### Signal wires by layer, run 1

Bar = 20 um. Only two layers are drawn.
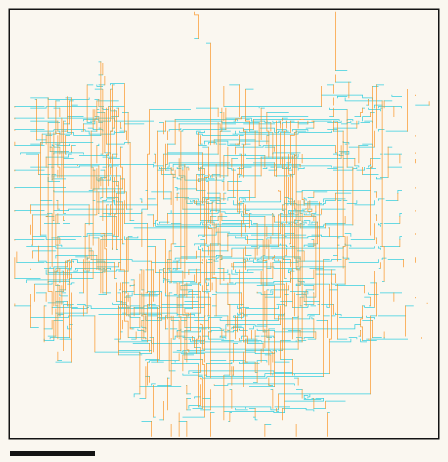
### Clock routing, run 1

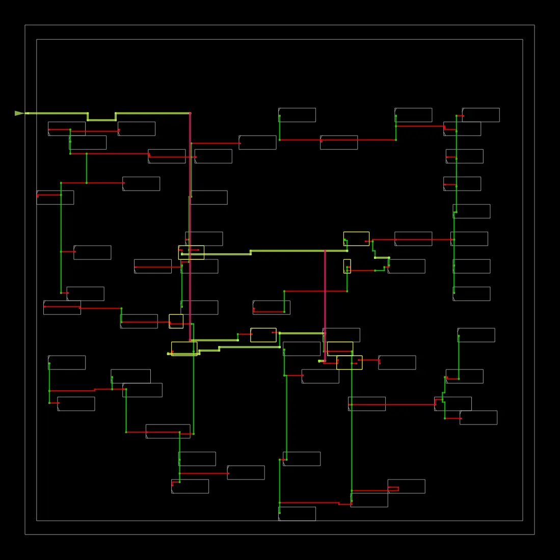
### The metal 2 layer, run 1

Bar = 20 um.
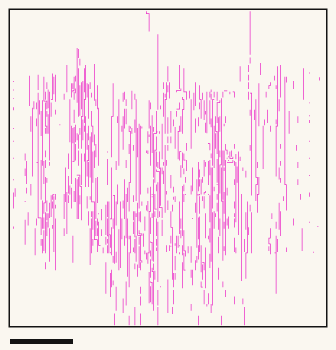
===== src/rtl/pingpong_frame_scheduler.sv =====
// pingpong_frame_scheduler
//  Sequences a 1-bit ping-pong frame buffer. Camera pixel strobes become
//  registered write address/data/enable; completed frames are handed to the
//  SPI reader through a req/grant/done handshake, and the buffers only swap
//  while the reader does not hold the read buffer. Lost frames are counted.
// Ports
//  clk, reset                 clock, synchronous active-high reset
//  cam_frame_start            1-cycle start-of-frame pulse
//  cam_pix_valid/cam_pix_data pixel strobe and thresholded pixel bit
//  wr_addr/wr_data/wr_en      registered pixel write to the buffer
//  frame_done                 1-cycle pulse: buffer toggles its select
//  buf_select                 mirror of the buffer select (0 = camera on buf0)
//  rd_req/rd_grant/rd_done    reader handshake
//  frame_ready                an unread complete frame is in the read buffer
//  frames_dropped             saturating count of undelivered frames
module pingpong_frame_scheduler #(
  parameter int FRAME_PIXELS = 76800,
  parameter int ADDR_W       = 17,
  parameter int DROP_W       = 8
) (
  input  logic              clk,
  input  logic              reset,
  input  logic              cam_frame_start,
  input  logic              cam_pix_valid,
  input  logic              cam_pix_data,
  output logic [ADDR_W-1:0] wr_addr,
  output logic              wr_data,
  output logic              wr_en,
  output logic              frame_done,
  output logic              buf_select,
  input  logic              rd_req,
  output logic              rd_grant,
  input  logic              rd_done,
  output logic              frame_ready,
  output logic [DROP_W-1:0] frames_dropped
);

  typedef enum logic [2:0] {W_WAIT_SOF, W_CAPTURE, W_PAD, W_DONE, W_HOLD} wstate_t;
  typedef enum logic [1:0] {R_EMPTY, R_READY, R_BUSY} rstate_t;

  localparam logic [ADDR_W-1:0] LAST_PIX = ADDR_W'(FRAME_PIXELS - 1);

  wstate_t             wstate_q, wstate_d;
  rstate_t             rstate_q, rstate_d;
  logic [ADDR_W-1:0]   count_q, count_d;
  logic [ADDR_W-1:0]   wr_addr_q, wr_addr_d;
  logic                wr_en_q, wr_en_d;
  logic                wr_data_q, wr_data_d;
  logic                frame_done_q, frame_done_d;
  logic                buf_sel_q, buf_sel_d;
  logic                rd_grant_q, rd_grant_d;
  logic [DROP_W-1:0]   drop_q, drop_d;
  logic [1:0]          drop_inc;
  logic [DROP_W:0]     drop_sum;
  logic                swap;

  always_comb begin
    wstate_d     = wstate_q;
    rstate_d     = rstate_q;
    count_d      = count_q;
    wr_addr_d    = wr_addr_q;
    wr_en_d      = 1'b0;
    wr_data_d    = 1'b0;
    frame_done_d = 1'b0;
    buf_sel_d    = buf_sel_q;
    rd_grant_d   = 1'b0;
    drop_inc     = 2'd0;

    // A finishing rd_done frees the read buffer in the same cycle, so a held
    // frame swaps immediately instead of waiting a cycle for R_EMPTY.
    swap = ((wstate_q == W_DONE) || (wstate_q == W_HOLD)) &&
           ((rstate_q != R_BUSY) || rd_done);

    case (wstate_q)
      W_WAIT_SOF: begin
        if (cam_frame_start) begin
          wstate_d = W_CAPTURE;
          count_d  = '0;
        end
      end
      W_CAPTURE: begin
        if (cam_pix_valid && count_q == LAST_PIX) begin
          // final pixel wins over a coincident SOF; that SOF is lost
          wr_en_d   = 1'b1;
          wr_addr_d = count_q;
          wr_data_d = cam_pix_data;
          wstate_d  = W_DONE;
          if (cam_frame_start) drop_inc = 2'd1;
        end else if (cam_frame_start) begin
          drop_inc = 2'd1;
          if (count_q[3:0] != 4'd0) wstate_d = W_PAD;
          else                      count_d  = '0;
        end else if (cam_pix_valid) begin
          wr_en_d   = 1'b1;
          wr_addr_d = count_q;
          wr_data_d = cam_pix_data;
          count_d   = count_q + 1'b1;
        end
      end
      W_PAD: begin
        // fill the buffer's 16-bit packer with zeros so the next frame
        // starts on a word boundary
        wr_en_d   = 1'b1;
        wr_addr_d = count_q;
        count_d   = count_q + 1'b1;
        if (count_d[3:0] == 4'd0) begin
          wstate_d = W_CAPTURE;
          count_d  = '0;
        end
      end
      W_DONE, W_HOLD: begin
        if (cam_frame_start) drop_inc = 2'd1;
        if (swap) begin
          frame_done_d = 1'b1;
          buf_sel_d    = ~buf_sel_q;
          wstate_d     = W_WAIT_SOF;
        end else begin
          wstate_d = W_HOLD;
        end
      end
      default: wstate_d = W_WAIT_SOF;
    endcase

    case (rstate_q)
      R_EMPTY: if (swap) rstate_d = R_READY;
      R_READY: begin
        if (swap) begin
          drop_inc = 2'(drop_inc + 2'd1);   // unread frame overwritten
        end else if (rd_req) begin
          rd_grant_d = 1'b1;
          rstate_d   = R_BUSY;
        end
      end
      R_BUSY: if (rd_done) rstate_d = swap ? R_READY : R_EMPTY;
      default: rstate_d = R_EMPTY;
    endcase

    drop_sum = {1'b0, drop_q} + (DROP_W+1)'(drop_inc);
    drop_d   = drop_sum[DROP_W] ? {DROP_W{1'b1}} : drop_sum[DROP_W-1:0];
  end

  always_ff @(posedge clk) begin
    if (reset) begin
      wstate_q     <= W_WAIT_SOF;
      rstate_q     <= R_EMPTY;
      count_q      <= '0;
      wr_addr_q    <= '0;
      wr_en_q      <= 1'b0;
      wr_data_q    <= 1'b0;
      frame_done_q <= 1'b0;
      buf_sel_q    <= 1'b0;
      rd_grant_q   <= 1'b0;
      drop_q       <= '0;
    end else begin
      wstate_q     <= wstate_d;
      rstate_q     <= rstate_d;
      count_q      <= count_d;
      wr_addr_q    <= wr_addr_d;
      wr_en_q      <= wr_en_d;
      wr_data_q    <= wr_data_d;
      frame_done_q <= frame_done_d;
      buf_sel_q    <= buf_sel_d;
      rd_grant_q   <= rd_grant_d;
      drop_q       <= drop_d;
    end
  end

  assign wr_addr        = wr_addr_q;
  assign wr_data        = wr_data_q;
  assign wr_en          = wr_en_q;
  assign frame_done     = frame_done_q;
  assign buf_select     = buf_sel_q;
  assign rd_grant       = rd_grant_q;
  assign frame_ready    = (rstate_q == R_READY);
  assign frames_dropped = drop_q;

endmodule


===== config.mk =====
export PLATFORM = sky130hd
export DESIGN_NAME = pingpong_frame_scheduler
export DESIGN_NICKNAME = d
export VERILOG_FILES = /design/src/rtl/pingpong_frame_scheduler.sv
export SDC_FILE = /design/constraint.sdc
export NUM_CORES = 1
export LEC_CHECK = 0
export ABC_AREA = 1
export CAP_MARGIN = 0
export CORE_MARGIN = 2
export CORE_UTILIZATION = 30
export CTS_CLUSTER_DIAMETER = 100
export CTS_CLUSTER_SIZE = 8
export DETAILED_ROUTE_END_ITERATION = 6
export GPL_TIMING_DRIVEN = 0
export RECOVER_POWER = 100
export SYNTH_ARGS = -nofsm -noshare
export SYNTH_HDL_FRONTEND = slang
export SYNTH_SLANG_ARGS = --single-unit

===== constraint.sdc =====
create_clock -name clk -period 2.7 [get_ports clk]
set_input_delay 0.81 -clock clk [delete_from_list [all_inputs] [get_ports clk]]
set_output_delay 0.81 -clock clk [all_outputs]
set_load 0.01 [all_outputs]

==> metrics.cfg, run 1 <==
[timing]
final.setup.tns_ps=0
rsz0062_at_grt=true
hold_viol=0
fin_crit_ps=2681
worst_slew_pin_slew_ps=622.8

[finish]
areaGrowthSynthToFinish_pct=28.69
fin_cells=605

[setup_path]
worstPathArrival_ps=2950
worstSetupPathType=in -> reg
crit-reg2reg-capture=frames_dropped[4]
r2r_slack_ps=40
r2r_cells=20

[yosys]
ys_types=31
area_leaders=dfxtp_1, nand2_1, nor2_1
synthFlopType=dfxtp_1

[clocking]
cts_tree=yes
htreeDepth=2

[outcome]
status=completed

[hold_path]
holdPathStages=1

[pwr]
power.density_mw_per_mm2=755.2

[routing]
post-route-drc-count=0

Back to the opening pictures, 'Signal wires by layer':
- cyan: M1 (wire length 3570 um)
- orange: M2 (wire length 3520 um)
detailed-route wire length per cell: 12.46 um
vias: 2867
Routed Wire Length: 7538 um
gr usage total: 0.1559

Back to the opening pictures, 'Clock routing':
CLK BUF: 7
power in the clock group: 0.000479 W

Back to the opening pictures, 'The metal 2 layer':
- main direction: vertical
- longest straight run: 39.8 um
GR Util met2: 0.2626

==> run 1: worst max-delay path by stage <==
stage,endpoint
final,frames_dropped[4]
after global routing,frames_dropped[3]
after CTS,frames_dropped[3]
after detailed placement,frames_dropped[3]
after global placement,frames_dropped[3]
after floorplan,frames_dropped[3]
==> run 1: layout make-up <==
cell class              instances  area [um^2]
fillers                       982         5538
multi-input cells             317         1592
flip-flops and latches         52         1047
repair buffers                 51        465.4
inverters                      56        212.7
well taps                     111        138.9
clock buffers                   7        86.33
plain buffers                  10        65.06
clock inverters                 1        7.507
==> run 1: cells by family after synthesis <==
family,Yosys count,synth area share
AND/OR/NAND/NOR,257,0.3987
AND-OR/OR-AND,51,0.09399
buffers and inverters,66,0.09799
adder cells (fa/ha/maj),6,0.02940
flip-flops,52,0.3706
XOR/XNOR,3,0.009356
==> run 1: state kept, by name (all words and copies together), names as in the netlist, 2 cells and up <==
name,cells
wr_addr,17
frames_dropped,8
wstate_q,3
rstate_q,2
count_q,17
==> run 1: where the power goes <==
group	internal [W]	switching (W)	total [W]
sequential	0.000910	0.0000816	0.000991
clock	0.000209	0.000270	0.000479
combinational	0.000516	0.000743	0.00126
total	0.00164	0.00109	0.00273
==> run 1: repair_timing <==
item	CTS	global route
endpoints found under the hold margin	0	0
pin swaps	7	9
buffers inserted	8	6
resized	17	18
setup endpoints to repair	8	8
==> run 1: per-stage QoR <==
stage / setup WS (ps) / util / hold slack, ps / instance area [um^2]
floorplan: -121.8 / - / 469.6 / 2839
global placement: -962.9 / 0.3658 / 437.8 / 3348
detailed placement: -1056 / 0.3658 / 447.7 / 3348
CTS: 8.130 / 0.3855 / 475.0 / 3528
global route: -124.0 / 0.3949 / 500.4 / 3615
finish: 18.59 / 0.3949 / 476.9 / 3615
==> run 1: worst reg2reg max path, stage by stage (launching register included) <==
cell	delay, ps
dfxtp_4	370
a21oi_2	160
inv_1	60
nand2_2	90
buf_4	130
a21oi_4	60
ha_4	270
nand2_2	50
nand2_2	80
ha_4	130
inv_2	40
fa_2	390
inv_2	80
nand2_4	50
nor2_4	130
nand3_2	100
nor2_4	150
nand2_4	90
nand3_2	80
nand2_1	50
inv_1	60
==> run 1: layer usage <==
| layer | part of all wire | global-route usage |
|---|---|---|
| met2 | 0.47 | 0.2626 |
| met4 | 0.018 | 0.05269 |
| met5 | 0 | 0 |
| met3 | 0.041 | 0.03398 |
| met1 | 0.47 | 0.1968 |
==> run 1: layout by cell type, fill, tap and decap left out, types with 7 or more instances in the layout <==
master / Yosys / routed
nand2_1: 114 / 107
nor2_1: 83 / 81
dfxtp_1: 52 / 49
inv_1: 52 / 48
nand3_1: 35 / 33
a21oi_1: 30 / 28
dlygate4sd3_1: 0 / 25
buf_4: 1 / 15
o21ai_0: 17 / 15
clkdlybuf4s50_1: 0 / 10
nand2_2: 3 / 8
inv_2: 4 / 7
--- run 2 (diff from run 1) ---
Settings changed: CTS_CLUSTER_SIZE 8 to default.
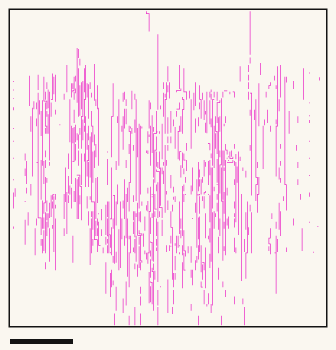
*The metal 2 layer, run 2*
Bar = 20 um.
- longest straight run: 39.8 um
- nets with wire on the layer: 396

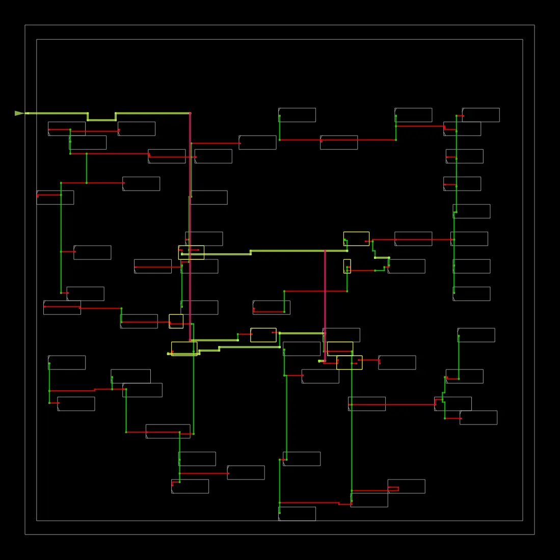
*Clock routing, run 2*
CTS buffer count: 5
flop count: 52
TritonCTS Sinks: 52

==> run 2 against run 1 <==
  * Critical path depth stayed put
  * Hold slack stayed put
  * Synthesized area is the same
  * Final cell count is the same
  * Die size unchanged
  * Highest routed layer unchanged
  * Clock skew is the same
  * Total power did not move
  * Largest power group unchanged
  * Synthesized cell count is the same
  * Clock-buffer cell count stayed put
  * Global-route usage is the same
  * Maximum frequency unchanged
  * Largest cell class unchanged
==> metrics.cfg, run 2 <==
[yosys]
area_leaders=dfxtp_1, nand2_1, nor2_1
syn-num-nets=448
ys_types=31  ; unchanged
top_cell_area_share=0.3706
common_cells=nand2_1, nor2_1, dfxtp_1, inv_1, nand3_1
synthFlopType=dfxtp_1
yosysWarnings=0
ys_seq_share=0.3706
ys_async_sr_fraction=0

[global_route]
track_usage=0.1559  ; unchanged
grt_overflow=0
grt_first_pass_wirelength_um=12590

[outcome]
status=completed

[setup_path]
worst_setup_path_end_kind=flip-flop
crit-reg2reg-capture=frames_dropped[4]
reg2reg_from=wstate_q[1]
r2r_slack_ps=40  ; about the same
cp-endpoint=frames_dropped[4]
worstPathArrival_ps=2950  ; about the same
worst_ep_required_time_ps=2960
worstSetupPathType=in -> reg
r2r_cells=20  ; unchanged

[finish]
layout_top_cell=nand2_1
lay_top_cells=nand2_1, nor2_1, dfxtp_1
areaGrowthSynthToFinish_pct=28.69  ; unchanged
nets=506
fin_cells=605  ; unchanged
nFillCells=982  ; unchanged

[clocking]
cts_tree=yes
clk_latency_ps=310
cts_root_buf=clkbuf_8
htreeDepth=2  ; unchanged
max-clock-path-buffers=2

[timing]
fin_crit_ps=2681  ; unchanged
hold_viol=0  ; unchanged
rsz0062_at_grt=true
worst_slack_ps=18.59  ; unchanged
worst_slew_pin_slew_ps=622.8  ; unchanged

[routing]
vias=2867  ; unchanged
drt-total-wl_um=7538  ; unchanged
avgRoutedWirePerCell_um=12.46  ; unchanged
post-route-drc-count=0  ; unchanged

[die]
num_rows=35
pin_count=38
dieHeight_um=100.8
fp.dieArea_mm2=0.01015

[pwr]
power.density_mw_per_mm2=755.2  ; unchanged
p_total_w=0.002730

[place]
io_buffers=37
dp_worst_setup_slack_ps=-1056  ; unchanged

==> run 2: cell counts after synthesis <==
No cell type changed its count.
==> run 2: critical path, stage by stage <==
cell,delay (ps)
buf_2,110
nor2_4,80
nand2_2,70
nand2_2,90
inv_2,60
ha_4,250
nand2_2,50
nand2_2,70
ha_4,130
inv_2,40
fa_2,390
inv_2,80
nand2_4,50
nor2_4,130
nand3_2,100
nor2_4,150
nand2_4,90
nand3_2,80
nand2_1,50
inv_1,60
==> run 2: power breakdown <==
| group | internal (W) | switching, W | total [W] | leakage (nW) |
|---|---|---|---|---|
| logic | 0.000516 | 0.000743 | 0.00126 | 1.12 |
| registers | 0.000910 | 0.0000816 | 0.000991 | 0.423 |
| clock network | 0.000209 | 0.000270 | 0.000479 | 0.0445 |
| total | 0.00164 | 0.00109 | 0.00273 | 1.58 |
==> run 2: stage by stage <==
| stage | utilization | TNS (ps) | instance area, um^2 | hold WS, ps |
|---|---|---|---|---|
| after global placement | 0.3658 | -6971 | 3348 | 437.8 |
| after global routing | 0.3949 | -630.1 | 3615 | 500.4 |
| after detailed placement | 0.3658 | -7637 | 3348 | 447.7 |
| final | 0.3949 | 0 | 3615 | 476.9 |
| after CTS | 0.3855 | 0 | 3528 | 475.0 |
| after floorplan | - | -579.1 | 2839 | 469.6 |
==> run 2: final cells by class <==
type	instances	area (um^2)	area share
clock inverters	1	7.507	0.002077
inverters	56	212.7	0.05884
repair buffers	51	465.4	0.1288
clock buffers	7	86.33	0.02388
multi-input cells	317	1592	0.4403
plain buffers	10	65.06	0.01800
well taps	111	138.9	0.03842
flip-flops and latches	52	1047	0.2897
==> run 2: worst min-delay path by stage <==
stage,startpoint,end,cells after the start
after floorplan,count_q[15],count_q[15],2
final,buf_select,buf_select,1
after detailed placement,buf_select,buf_select,1
after global placement,buf_select,buf_select,1
after CTS,buf_select,buf_select,1
after global routing,wr_addr[6],wr_addr[6],2
==> run 2: cells by family (layout without fill, tap and decap cells) <==
group | after synthesis | after routing | share of synthesized area
simple gates | 257 | 257 | 0.3987
buf+inv | 66 | 125 | 0.09799
flops | 52 | 52 | 0.3706
fa+ha+maj | 6 | 6 | 0.02940
xor+xnor | 3 | 3 | 0.009356
compound gates | 51 | 51 | 0.09399
==> run 2: layer usage <==
layer  vias to the layer above  share of wire  GRT usage
li1                       1489              -          -
met2                        68           0.47     0.2626
met1                      1299           0.47     0.1968
met3                        11          0.041    0.03398
met4                         0          0.018    0.05269
met5                         -              0          0
==> run 2: timing repair <==
| item | 4_1_cts | 5_1_grt |
|---|---|---|
| setup endpoints to repair | 8 | 8 |
| pin swaps | 7 | 9 |
| setup buffers | 8 | 6 |
| resized | 17 | 18 |
No activity file was given, so power comes from the tool's default toggle rates.
